--- src/rtl/mul_sequencer_pkg.sv ---
// Shared types and constants for the shift-and-add MUL/MLA sequencer.
package mul_sequencer_pkg;

  localparam int unsigned REGISTER_LEN_DEF        = 32;
  localparam int unsigned EXECUTE_COMMAND_LEN_DEF = 4;
  localparam int unsigned MUL_COUNT_LEN           = 5;
  localparam int unsigned STATUS_LEN              = 4;

  // Flag positions inside the {Z,C,N,V} status word
  localparam int unsigned FLAG_Z = 3;
  localparam int unsigned FLAG_C = 2;
  localparam int unsigned FLAG_N = 1;
  localparam int unsigned FLAG_V = 0;

  localparam logic [EXECUTE_COMMAND_LEN_DEF-1:0] ALU_CMD_MOV = 4'b0001;
  localparam logic [EXECUTE_COMMAND_LEN_DEF-1:0] ALU_CMD_ADD = 4'b0010;

  typedef enum logic [1:0] {
    MUL_IDLE = 2'd0,
    MUL_RUN  = 2'd1,
    MUL_DONE = 2'd2
  } mul_state_e;

endpackage

--- src/rtl/mul_sequencer.sv ---
// Multi-cycle MUL/MLA controller: borrows the EXE-stage ALU for one
// shift-and-add step per multiplier bit while stalling the pipeline.
module mul_sequencer
  import mul_sequencer_pkg::*;
#(
  parameter int unsigned REGISTER_LEN        = REGISTER_LEN_DEF,
  parameter int unsigned EXECUTE_COMMAND_LEN = EXECUTE_COMMAND_LEN_DEF
) (
  input  logic                           clk,
  input  logic                           rst,
  input  logic                           start,
  input  logic                           accumulate,
  input  logic                           set_status,
  input  logic [REGISTER_LEN-1:0]        rm,
  input  logic [REGISTER_LEN-1:0]        rs,
  input  logic [REGISTER_LEN-1:0]        rn,
  input  logic [STATUS_LEN-1:0]          status_register,
  input  logic [REGISTER_LEN-1:0]        alu_out,
  output logic                           alu_sel,
  output logic [REGISTER_LEN-1:0]        alu_in1,
  output logic [REGISTER_LEN-1:0]        alu_in2,
  output logic [EXECUTE_COMMAND_LEN-1:0] alu_command,
  output logic [REGISTER_LEN-1:0]        result,
  output logic [STATUS_LEN-1:0]          status_out,
  output logic                           status_we,
  output logic                           done,
  output logic                           stall
);

  mul_state_e               r_state;
  mul_state_e               w_next_state;
  logic [REGISTER_LEN-1:0]  r_acc;
  logic [REGISTER_LEN-1:0]  r_mcand;
  logic [REGISTER_LEN-1:0]  r_mplier;
  logic [MUL_COUNT_LEN-1:0] r_count;
  logic                     r_s;
  logic [1:0]               r_cv;
  logic                     w_last_step;

  // Stop once no higher multiplier bits remain, or after the 32nd step
  assign w_last_step = ((r_mplier >> 1) == '0) || (r_count == '1);

  always_ff @(posedge clk) begin
    if (rst) begin
      r_state <= MUL_IDLE;
    end else begin
      r_state <= w_next_state;
    end
  end

  always_comb begin
    w_next_state = r_state;
    alu_sel      = 1'b0;
    alu_in1      = '0;
    alu_in2      = '0;
    alu_command  = EXECUTE_COMMAND_LEN'(ALU_CMD_MOV);
    result       = '0;
    status_out   = '0;
    status_we    = 1'b0;
    done         = 1'b0;
    stall        = 1'b0;
    unique case (r_state)
      MUL_IDLE: begin
        stall = start;
        if (start) begin
          w_next_state = MUL_RUN;
        end
      end
      MUL_RUN: begin
        stall       = 1'b1;
        alu_sel     = 1'b1;
        alu_in1     = r_acc;
        alu_in2     = r_mcand;
        alu_command = EXECUTE_COMMAND_LEN'(ALU_CMD_ADD);
        if (w_last_step) begin
          w_next_state = MUL_DONE;
        end
      end
      MUL_DONE: begin
        done                 = 1'b1;
        result               = r_acc;
        status_we            = r_s;
        status_out[FLAG_Z]   = (r_acc == '0);
        status_out[FLAG_C]   = r_cv[1];
        status_out[FLAG_N]   = r_acc[REGISTER_LEN-1];
        status_out[FLAG_V]   = r_cv[0];
        w_next_state         = MUL_IDLE;
      end
      default: begin
        w_next_state = MUL_IDLE;
      end
    endcase
  end

  // Operand latch and one shift-and-add step per RUN cycle
  always_ff @(posedge clk) begin
    if (rst) begin
      r_acc    <= '0;
      r_mcand  <= '0;
      r_mplier <= '0;
      r_count  <= '0;
      r_s      <= 1'b0;
      r_cv     <= '0;
    end else begin
      unique case (r_state)
        MUL_IDLE: begin
          if (start) begin
            r_acc    <= accumulate ? rn : '0;
            r_mcand  <= rm;
            r_mplier <= rs;
            r_count  <= '0;
            r_s      <= set_status;
            r_cv     <= {status_register[FLAG_C], status_register[FLAG_V]};
          end
        end
        MUL_RUN: begin
          if (r_mplier[0]) begin
            r_acc <= alu_out;
          end
          r_mcand  <= r_mcand << 1;
          r_mplier <= r_mplier >> 1;
          r_count  <= r_count + MUL_COUNT_LEN'(1);
        end
        default: begin
        end
      endcase
    end
  end

endmodule
--- config.mk ---
export PLATFORM = sky130hd
export DESIGN_NAME = mul_sequencer
export DESIGN_NICKNAME = d
export VERILOG_FILES = /design/src/rtl/mul_sequencer_pkg.sv /design/src/rtl/mul_sequencer.sv
export SDC_FILE = /design/constraint.sdc
export NUM_CORES = 1
export LEC_CHECK = 0
export CELL_PAD_IN_SITES_DETAIL_PLACEMENT = 2
export CELL_PAD_IN_SITES_GLOBAL_PLACEMENT = 2
export CORE_ASPECT_RATIO = 1.2
export CORE_UTILIZATION = 22
export CTS_CLUSTER_DIAMETER = 60
export CTS_CLUSTER_SIZE = 16
export DETAILED_ROUTE_END_ITERATION = 10
export PLACE_DENSITY = 0.91
export SYNTH_ARGS = -nofsm -noshare
export SYNTH_HDL_FRONTEND = slang
export SYNTH_SLANG_ARGS = --single-unit
--- constraint.sdc ---
create_clock -name clk -period 2.1 [get_ports clk]
set_input_delay 0.42 -clock clk [delete_from_list [all_inputs] [get_ports clk]]
set_output_delay 0.42 -clock clk [all_outputs]
set_load 0.02 [all_outputs]
==> run notes, run 1 <==
fresh numbers from the pnr run: fmax=472 MHz, via-per-instance ratio=4.80, Syn. warnings=0, failing checks=setup timing, number of warnings in the stage logs=30, PD cells=681 nW/um^2, routability cong.=0.825, reg2reg start=r_state[1], Num CTS Buffers=9, Critical Path Source=r_acc[24], # port buffers=240, Max-Cap Viols=0, CTS Sinks=106, total gr overflow=0, Comb area=2850 sq um, Slew Limit Fails=0, post-route ant nets=0, Crit path top cell by count=buf_6, hold crit path type=flop to flop, number of fill cells=2626, I/O pin cnt=245, Avg WL per Cell=18.7 um, WP data arrival=1.70 ns, CP cell instances=nor4_4 -> buf_4 -> nand3_4 -> nor3_4 -> buf_6 -> buf_6, Yosys Instances=647, slowest CP cell=dfxtp_2, H-tree depth=3, proportion of synthesized area in mux cells=0.00216, worst skew pair latency=0.35 ns, Final #Nets=1047, worst-margin pin slew=0.762 ns, first-pass GRT wire length=34700 um, CTS tree=built, type of the worst setup path=flop to output port, Setup crit end kind=output port, dominant register cell=dfxtp_1, WL met1=9110 um, Max IR drop VDD=0.367 mV, Worst setup SP type=flop, Die Width=142 um, routed length on met3=1170 um, ant diodes=0, die height=170 um, Max clock buf depth=2, Leak=0.00351 uW, final setup fails=1, first-pass detailed-route iteration total=4, Synth-to-Final Area Change=62.0%, clock power share=0.289, vias in the first global route=6341, net switching power=1850 uW, distinct lib cells=36, initial drt markers=214, hpwl dp=16800 um, Critical Path Fanout Max=2, ys async rst share=0, fa+ha+maj area frac=0.00481, Req. time, crit path=1.68 ns, Yosys Chip Area=5200 sq um, yosys aoi share=0.154, combinational share of power=0.297, highest metal used=met4, share of power burned in registers=0.414, setup ws final=-0.0168 ns, critical path's largest stage delay=0.33 ns, run status=finished with violations, Final Skew=0.0143 ns, share of cells above drive strength 1=0.224, EDFF count, synth=0, Synth Area in Simple Gates=0.369, Init Core Util=0.224, vias=5891, clk root buf=clkbuf_16, Pint=3890 uW, Placed Cells=1206, post-route insts no fill=1227, Max-slew headroom=0.492, clk slew on worst S/H paths=0.08 ns
==> run 1: placed cells by master, fill, tap and decap left out, types with 6 or more instances in the layout <==
master / instances
clkdlybuf4s15_2: 7
buf_2: 39
and2_1: 99
buf_12: 10
clkdlybuf4s50_1: 133
nand2_1: 40
nor4_1: 40
a311oi_1: 10
nor2_1: 164
clkbuf_16: 9
clkbuf_2: 26
a221oi_1: 31
dlygate4sd2_1: 6
buf_4: 62
a311oi_2: 22
nand3_1: 32
dfxtp_1: 102
clkdlybuf4s15_1: 23
==> run 1: final timing paths <==
check	endpoint	slack [ns]	cells past startpoint
setup / recovery	status_out[3]	-0.02	6
hold / removal	r_cv[0]	0.46	2
setup reg to reg	r_acc[27]	0.12	5
hold reg to reg	r_cv[0]	0.46	2
==> run 1: flip-flops by register name, indices dropped and copies added, names as in the netlist <==
signal    count
r_acc        32
r_mcand      32
r_mplier     32
r_count       5
r_cv          2
r_state       2
r_s           1
==> run 1: layout make-up <==
cell class / count / share of cell area
clock buffers: 10 / 0.0283
clock inverters: 5 / 0.00445
inverters: 3 / 0.00223
multi-input cells: 477 / 0.338
flip-flops and latches: 106 / 0.253
well taps: 315 / 0.0467
repair buffers: 311 / 0.327
==> run 1: timing repair <==
item	4_1_cts	5_1_grt
buffers inserted	3	2
hold buffers	0	0
gates cloned	1	0
hold endpoints to repair	0	0
gates resized	262	89
pin swaps	0	3
endpoints found under the setup margin	106	65
==> run 1: layer usage <==
metal	vias up	track usage
li1	2770	-
met1	2863	0.203
met2	218	0.352
met3	40	0.0287
met4	0	0.0832
met5	-	0
==> run 1: critical path: cells and delay by family (launching register included) <==
kind / cells / cell delay, ns
AND/OR/NAND/NOR: 3 / 0.60
flip-flops: 1 / 0.33
buffers and inverters: 3 / 0.42
==> run 1: power groups by stage <==
stage          registers [uW]  logic [uW]  clock network (uW)
4_1_cts                  2370        1720                1740
3_5_place_dp             2410        1720                   0
2_1_floorplan            2370         832                   0
5_1_grt                  2400        1850                1800
3_3_place_gp             2390        1650                   0
6_report                 2380        1700                1660
==> run 1: Yosys cell counts, types with 2 or more instances <==
cell        n  area share
nand2_1    40       0.029
buf_4       9       0.013
nor4_1     45       0.054
dfxtp_1   106        0.41
nor3_1      2      0.0019
and2_1     99        0.12
clkbuf_1   28       0.020
nand4_1     4      0.0048
a311oi_1   10       0.017
ha_1        2      0.0048
a311oi_2   22       0.063
nor2_1    164        0.12
a21oi_1     4      0.0038
a22oi_1     4      0.0058
nand3_1    33       0.032
inv_1       2      0.0014
buf_2      24       0.023
a221oi_1   31       0.052
==> run 1: metrics by stage <==
| stage | TNS, ns | utilization | cell area [sq um] | hold slack (ns) |
|---|---|---|---|---|
| after floorplan | 0 | - | 5210 | 0.432 |
| after global placement | -1.53 | 0.358 | 8320 | 0.439 |
| after detailed placement | -4.36 | 0.358 | 8320 | 0.448 |
| after CTS | -0.0264 | 0.369 | 8550 | 0.446 |
| after global routing | -0.153 | 0.363 | 8430 | 0.487 |
| final | -0.0168 | 0.363 | 8430 | 0.462 |
### Wires at chosen ports, followed through buffers, run 1

Scale: 1.5 px per um.
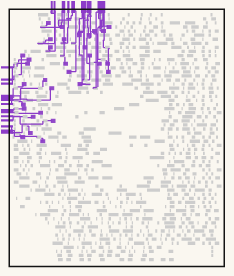
legend:
  `rm`:
    colour: purple
    bits: 32
    direction: input
    edge: 18 top, 14 left
    end_cells: 32
    buffers: 32
    wire: 972 um

### Placed standard cells, run 1

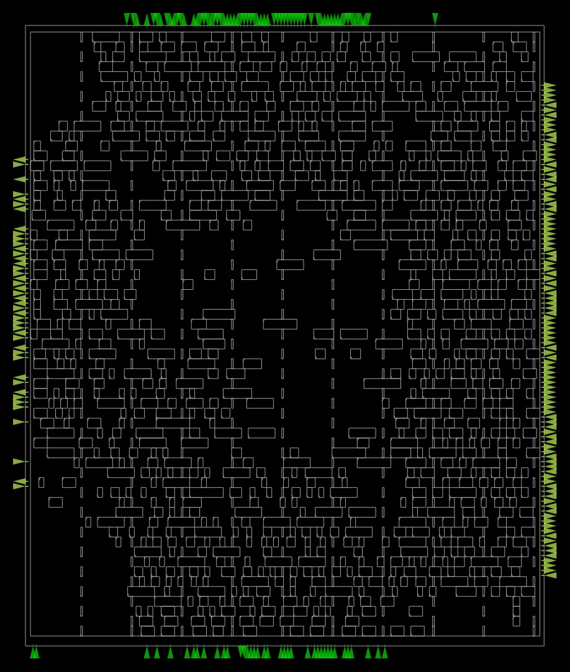
Final Util: 0.363
Seq/total area: 0.253
seq_cells: 106
Well Taps: 315
# rows: 61

### The metal 2 layer, run 1

Scale: 3 px per um.
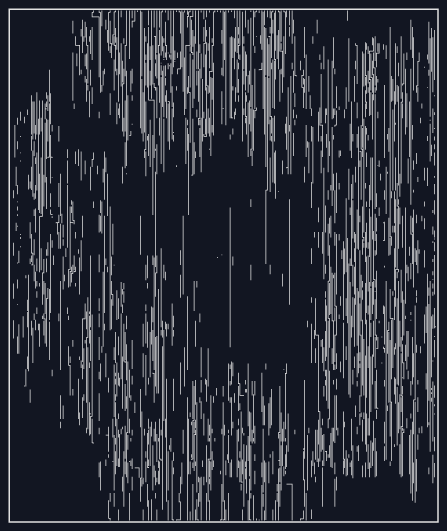
share of all routed wire: 52%
nets with wire on the layer: 967
longest straight run: 69.9 um
main direction: vertical
wire length on this layer: 12000 um

==> run 1 -> run 2 <==
--- a/config.mk
+++ b/config.mk
@@ -12,7 +12,7 @@
 export CTS_CLUSTER_DIAMETER = 60
 export CTS_CLUSTER_SIZE = 16
 export DETAILED_ROUTE_END_ITERATION = 10
-export PLACE_DENSITY = 0.91
+export PLACE_DENSITY = 0.87
 export SYNTH_ARGS = -nofsm -noshare
 export SYNTH_HDL_FRONTEND = slang
 export SYNTH_SLANG_ARGS = --single-unit
==> run 2 against run 1 <==
Net effect: the run now ends clean; sequential power hardly changed; sequential share of layout area up 0.16 points; synthesized area is the same; routed wire length shrank 2.1%; flip-flop count unchanged; power about the same; synthesized cell count did not move; critical path type unchanged; critical endpoint unchanged; largest power group unchanged; highest routed layer unchanged.
==> run notes, run 2 <==
fresh numbers from the pnr run: PD cells=686 nW/um^2 (+0.81%), Post-synth area hogs=dfxtp_1 (41%), and2_1 (12%), nor2_1 (12%), clk slew on worst S/H paths=0.08 ns (about the same), WP buf/inv=1 (-2), Post-Route Setup TNS=0 ns (+0.0168 ns), Synth-to-Final Area Change=60.8%, Setup crit end kind=output port, Syn. warnings=0 (unchanged), most frequent cells in the layout=nor2_1 (164), clkdlybuf4s50_1 (133), dfxtp_1 (103), CTS Sinks=106 (unchanged), Top delay family on crit path=simple AND/OR/NAND/NOR gates, run status=finished, final reports clean, Num CTS Buffers=9 (unchanged), setup ws final=0.0498 ns (+0.0666 ns), die height=170 um (unchanged), Max IR drop VDD=0.452 mV (+23%), ys async rst share=0 (unchanged), slowest CP cell=nor4_1, WP data arrival=1.63 ns (-0.07 ns), Synth area leader=dfxtp_1, Most Crowded Layer GR=met2, vias=5794 (-1.6%), Max clock buf depth=2 (unchanged), number of warnings in the stage logs=30 (unchanged), via-per-instance ratio=4.78 (-0.51%), ant diodes=0 (unchanged), Init Core Util=0.224 (unchanged), met2 GRT Util=0.356 (+0.00448), biggest registers after layout=r_acc: 32 flops, r_mcand: 32 flops, r_mplier: 32 flops, # rows=61 (unchanged), Placed Cells=1196 (-0.83%), top-area cell type share of the netlist area=0.408 (unchanged), met1 Use GR=0.203 (-0.000653), distinct lib cells=36 (unchanged), CP cell instances=nor4_1 -> nand3_1 -> nor3_2 -> buf_4, Final Skew=0.00990 ns (-0.00440 ns), hold_buf cts=0 (unchanged), Worst setup SP type=flop, first-pass GRT wire length=34400 um (-0.80%), hold_ws=0.464 ns (+0.00253 ns), post-route ant nets=0 (unchanged), # port buffers=240 (unchanged), final setup fails=0 (-1), worst skew pair latency=0.36 ns (about the same), dominant register cell=dfxtp_1, Max-Cap Viols=0 (unchanged), hpwl dp=16800 um (-0.13%), post-route insts no fill=1213 (-1.1%)
-- run 2: cell types whose count changed in the layout (fill, tap and decap cells not counted), sizes merged --
cell | previous run | this run
buf | 116 | 82
bufbuf | 0 | 1
bufinv | 0 | 1
clkbuf | 36 | 33
clkdlybuf4s15 | 30 | 19
clkinv | 1 | 2
clkinvlp | 2 | 0
dlygate4sd2 | 6 | 39
-- run 2: worst paths after layout --
path | cells after the start | startpoint | to | slack (ns)
setup reg to reg | 5 | r_state[1] | r_acc[8] | 0.17
hold / removal | 2 | r_s | r_s | 0.46
hold reg to reg | 2 | r_s | r_s | 0.46
setup / recovery | 4 | r_acc[22] | status_out[3] | 0.05
-- run 2: logic make-up (layout without fill, tap and decap cells) --
family / after synthesis / in the layout / share of synthesized area
buf+inv: 65 / 315 / 0.0611
simple gates: 394 / 394 / 0.369
compound gates: 78 / 78 / 0.154
flops: 106 / 106 / 0.408
mux: 1 / 1 / 0.00216
fa+ha+maj: 2 / 2 / 0.00481
other cells: 1 / 2 / 0.000721
-- run 2: report_power, final --
part	switching, uW	total (uW)	leakage [uW]	internal (uW)
combinational	842	1620	0.00251	782
clock	791	1740	0.000145	950
sequential	157	2380	0.000877	2220
total	1790	5740	0.00353	3950
-- run 2: routing by layer --
| metal | wire [um] | up-vias |
|---|---|---|
| met5 | 0 | - |
| met4 | 495 | 0 |
| met3 | 1000 | 23 |
| met2 | 11900 | 165 |
| met1 | 9080 | 2868 |
| li1 | - | 2738 |
-- run 2: metrics by stage --
step	util	instance area (sq um)
3_5_place_dp	0.356	8270
4_1_cts	0.368	8530
3_3_place_gp	0.356	8270
6_report	0.360	8360
2_1_floorplan	-	5210
5_1_grt	0.360	8360
-- run 2: layout make-up --
type,instances,area (sq um)
Fill cell,2659,14800
Multi-Input combinational cell,477,2810
Timing Repair Buffer,297,2730
Sequential cell,106,2130
Tap cell,315,394
Clock buffer,10,239
Clock inverter,4,52.6
Inverter,3,16.3
Timing Repair inverter,1,3.75
-- run 2: what timing repair did --
item	in CTS	in global routing
endpoints found under the setup margin	106	58
gates cloned	2	0
setup buffers	0	1
pin swaps	0	2
resized	202	62
-- run 2: tightest hold or removal path: stages (launching register included) --
cell and delay [ns]:
dfxtp_1 0.31, nand2_1 0.06, a21oi_1 0.06
### The metal 2 layer, run 2

Scale: 3 px per um.
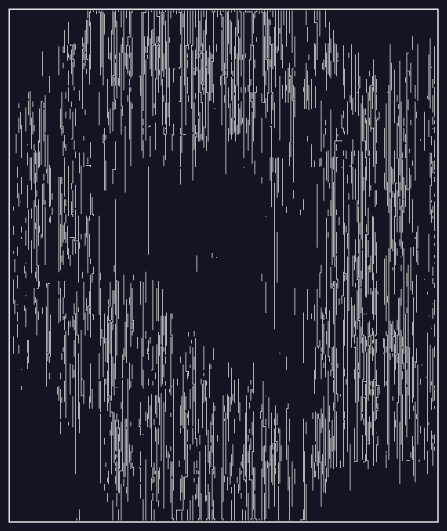
wire length on this layer: 11900 um
nets with wire on the layer: 968

### Metal layers overlaid, run 2

Scale: 1.5 px per um. Only two layers are drawn.
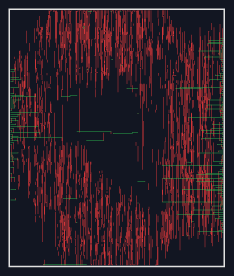
legend:
  metal 3:
    colour: green
    wire_length: 1000 um
  metal 2:
    colour: red
    wire_length: 11900 um

### Wires at chosen ports, followed through buffers, run 2

Scale: 1.5 px per um.
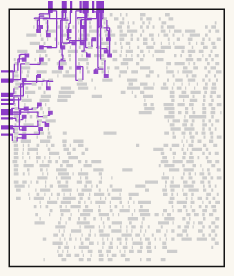
legend:
  `rm`:
    colour: purple
    bits: 32
    direction: input
    edge: 18 top, 14 left
    end_cells: 32
    buffers: 32
    wire: 942 um

Power and IR drop assume default switching activity.
